Figure 1. Cell classes on the final placement.
Fill, decap, tap and diode cells in grey.
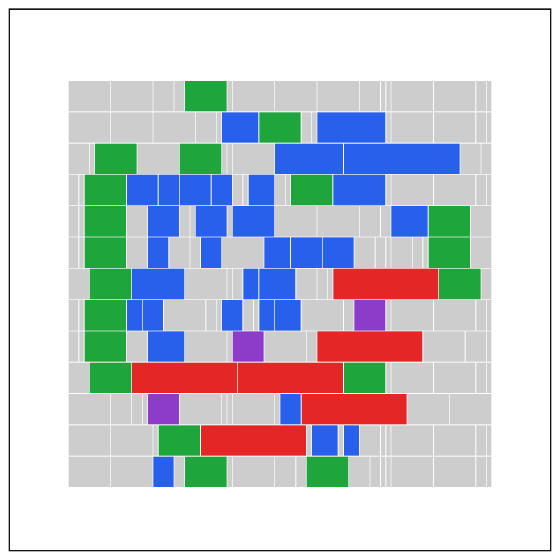
Figure 2. Supply network.
The bar under the picture is 10 um long. Pins as bars on the die edge. Tap cells in grey.
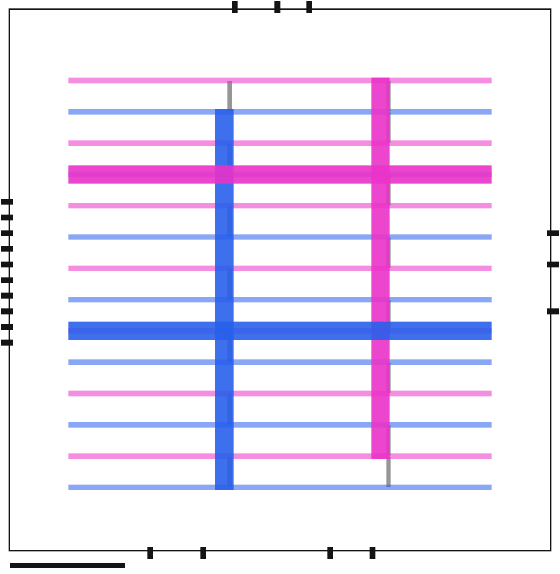
Figure 3. Cell outlines without signal wires.
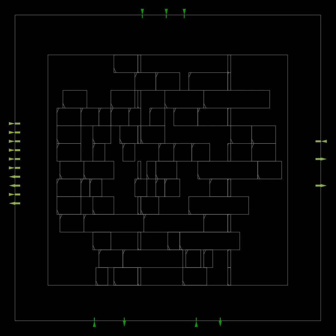
Figure 4. I/O nets highlighted.
The bar under the picture is 10 um long.
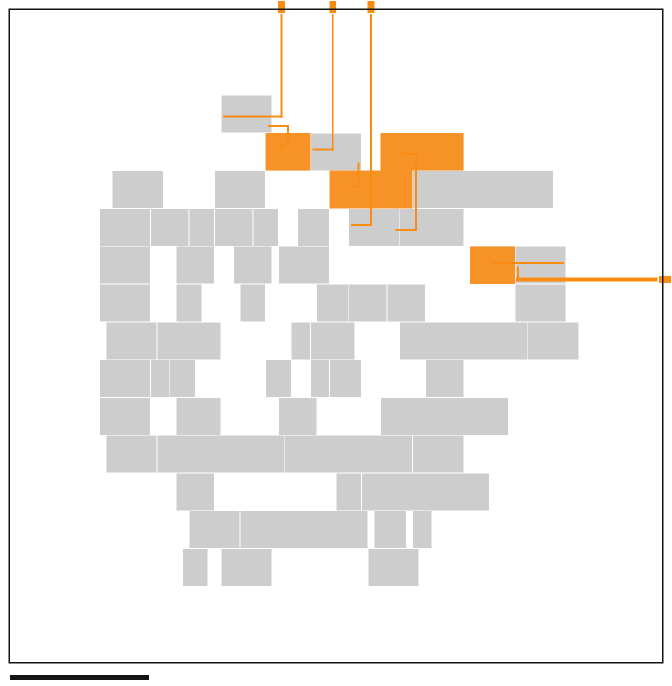
Figure 5. Wire density map.
The die is cut into 9 by 9 equal tiles; dark blue is low, red is high, scaled to the fullest tile. Values are wire area over tile area, all layers added.
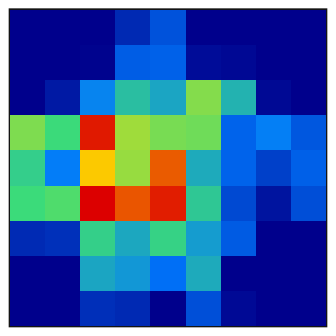
==> config.mk <==
export PLATFORM = sky130hd
export DESIGN_NAME = up_count_mod
export DESIGN_NICKNAME = d
export VERILOG_FILES = /design/src/rtl/up_count_mod.sv
export SDC_FILE = /design/constraint.sdc
export NUM_CORES = 1
export LEC_CHECK = 0
export ABC_AREA = 0
export CORE_MARGIN = 5
export CORE_UTILIZATION = 30
export CTS_CLUSTER_DIAMETER = 150
export CTS_CLUSTER_SIZE = 14
export DETAILED_ROUTE_END_ITERATION = 10
export PLACE_DENSITY = 0.69
export REMOVE_ABC_BUFFERS = 1
export SETUP_SLACK_MARGIN = 0.1
export SKIP_LAST_GASP = 1
export SLEW_MARGIN = 10
export SYNTH_ARGS = -nofsm -noshare
export SYNTH_HDL_FRONTEND = slang
export SYNTH_SLANG_ARGS = --single-unit
export TNS_END_PERCENT = 20
==> constraint.sdc <==
create_clock -name clk -period 3.3 [get_ports clk]
set_input_delay 0.33 -clock clk [delete_from_list [all_inputs] [get_ports clk]]
set_output_delay 0.33 -clock clk [all_outputs]
set_load 0.01 [all_outputs]
==> flow_summary.ini <==
; physical design summary
[final_timing]
finClkSkew_ns = 0.000837
finalSetupViolCount = 0
timing.hold.ws_ns = 0.327
finalClockPeriodUsage_pct = 66.5
hold_viol = 0
drv_slew = 0
max_freq_mhz = 456
fin_ws_ns = 1.10
grt_setup_unrepaired = no
slew_headroom_pct = 71.8
tightest_slew_ns = 0.421
setup_tns_ns = 0
timing.final.crit_period_ns = 2.20

[routing]
antenna_left = 0
drc = 0
dr.pass1.iters = 4
via_per_inst = 4.93
drt_iter0_drc = 1

[cts]
cts-resized-gates = 0
cts_buffers = 3
clkTransAtPathRegs_ns = 0.04
cts_root_buf = clkbuf_4
htreeDepth = 1
ctsLongestPathBuffers = 2
holdBufCountCts = 0
cts_setup_buffers = 0
clock_latency_ns = 0.24
cts.sinks = 6
cts_tree = built

[synth]
synthesis.area_sq_um = 409
synth.avg_cell_area_sq_um = 10.5
synth.distinct_cells = 21
ys_chip_area_sq_um = 409
syn_inst = 39
synthSimpleGateAreaFrac_pct = 19.6
top_area_cell = dfrtp_1
edf_count = 0
ys_async_sr_fraction_pct = 100
yosysMostFrequentCell = dfrtp_1
mux_area_share_pct = 0
ys_warn_count = 0
ys.flops = 6
top_area_share_pct = 36.7
ys_cells = 39
ys_sh_adder_pct = 3.06
synthAoiAreaFrac_pct = 22.6
synth.area.top_cells = dfrtp_1, xor2_2, nor3b_1
logic_family = AND-OR/OR-AND gates
yosys-top-cells-count = dfrtp_1, a21oi_1, nor3b_1
xor_share_pct = 14.4
ff_type = dfrtp_1
ys_seq_share_pct = 36.7

[power]
power.share.clock_pct = 26.7
comb_power_share_pct = 34.1
finalPower_mw = 0.245
power_frac_seq_pct = 39.2
intPower_mw = 0.169
power_switching_mw = 0.0764
swShare_pct = 31.1
p_leak_nw = 0.247
cellPowerDensity_nw_per_um2 = 385

[critical_path]
reg2reg_slack_ns = 1.83
required_ns = 2.97
cp-end-kind = output pin
start_kind = input pin
ff2ff_path_depth = 3
worst_ep_arrival_time_ns = 1.87
cp_max_fo = 2
criticalPathCategory = input pin to output pin

[run]
log.warning_count = 25
max_cap_viol_count = 0

[global_route]
antenna_found_initial = 0
grt_overflow = 0
busiest_layer = met2
met3_usage_pct = 6.90
grtUsageMet1_pct = 12.5
grt_pass1_wl_um = 1670
grt_max_degree = 10
met2_usage_pct = 17.9
grt_pass1_vias = 395

[final_layout]
seq_area_sq_um = 150
largest_register_ffs = 4
antenna_cells = 0
area_growth_pct = 55.7
comb_area_sq_um = 244
nets = 76
drive_above_1_share_pct = 11.7

[placement]
dp.cells = 72
place_congestion = 0.766
hpwlAfterDp_um = 783
place_area_sq_um = 614
place_worst_setup_slack_ns = 1.09

[floorplanning]
design.die.area_sq_um = 2200
initCoreUtil_pct = 31.4

[status]
status = finished clean

[worst_hold_path]
min_path_type = input pin to asynchronous set/reset pin
About Figure 1:
Green shows remaining buffers and delay cells, cells 19, share of their area 31%. Blue shows remaining logic cells, cells 32, share of their area 41%. Red shows registers, cells 6, share of their area 24%. Purple shows clock-net drivers, cells 3, share of their area 3.6%.
flop share of the area: 23.6%
row count: 13
share of the core filled with cells: 48.9%
Core Region: 1300 sq um
post-route design area: 637 sq um

About Figure 2:
Blue shows VSS. Magenta shows VDD.
15 tap cells. 14 met1 rails follow the rows. The core has 13 rows. 20 signal pins sit on the boundary. 2 straps on met5.
Die Width: 46.9 um
Die Y: 46.9 um
worst vdd ir: 0.264 mV

About Figure 3:
Final Non-Filler Cells: 75
TAP cells: 15
fillers: 131

About Figure 4:
Orange shows limit, bits 4, direction input, end cells 4, buffers 4, wire 68.3 um.
Port-buffer cells: 19
# IOs: 20

About Figure 5:
36% of the tiles are nearly empty. 16% of the tiles are over half the peak. The mean over all tiles is 0.072. The emptiest ninth of the die: south-east.
total routed wirelength: 977 um
GRT Total Usage: 11.0%
routed via count: 370
WL/cell: 13.0 um

-- cell usage in the layout, fill, tap and decap left out, types with 2 or more instances in the layout --
cell,Yosys,routed
clkdlybuf4s50_1,0,19
dfrtp_1,6,6
nor3b_1,4,4
a21oi_1,4,4
o21ai_1,3,3
inv_1,3,3
clkbuf_4,0,3
xor2_1,2,2
xor2_2,2,2
nor2b_1,2,2
-- layout make-up --
type / count / share of cell area, %
Inverter: 3 / 1.77
Timing Repair Buffer: 19 / 29.9
Multi-Input combinational cell: 29 / 38.3
Tap cell: 15 / 2.95
Clock buffer: 3 / 3.54
Sequential cell: 6 / 23.6
-- cell families after synthesis --
group | after synthesis
buffers and inverters | 4
AOI/OAI and AO/OA | 12
xor gates and xnor gates | 5
DFF | 6
adders and majority gates | 1
and+or+nand+nor | 11
-- power by group through the flow --
stage               Sequential, mW  Clock [mW]  Combinational [mW]
detailed placement          0.0974           0              0.0843
floorplan                   0.0969           0              0.0403
finish                      0.0961      0.0656              0.0837
global route                0.0988      0.0755              0.0919
global placement            0.0971           0              0.0831
CTS                         0.0964      0.0680              0.0851
-- layer usage --
metal	share of wire [%]	wire length [um]	vias up
met1	44	425	170
met4	0	0	0
li1	-	-	184
met5	0	0	-
met3	9.5	93	0
met2	47	457	16
-- worst max-delay path, cell delays in order --
cell,delay (ns)
clkdlybuf4s50_1,0.41
xor2_1,0.21
nor4_2,0.32
clkdlybuf4s50_1,0.59
Power is estimated from default activity; no workload was simulated.
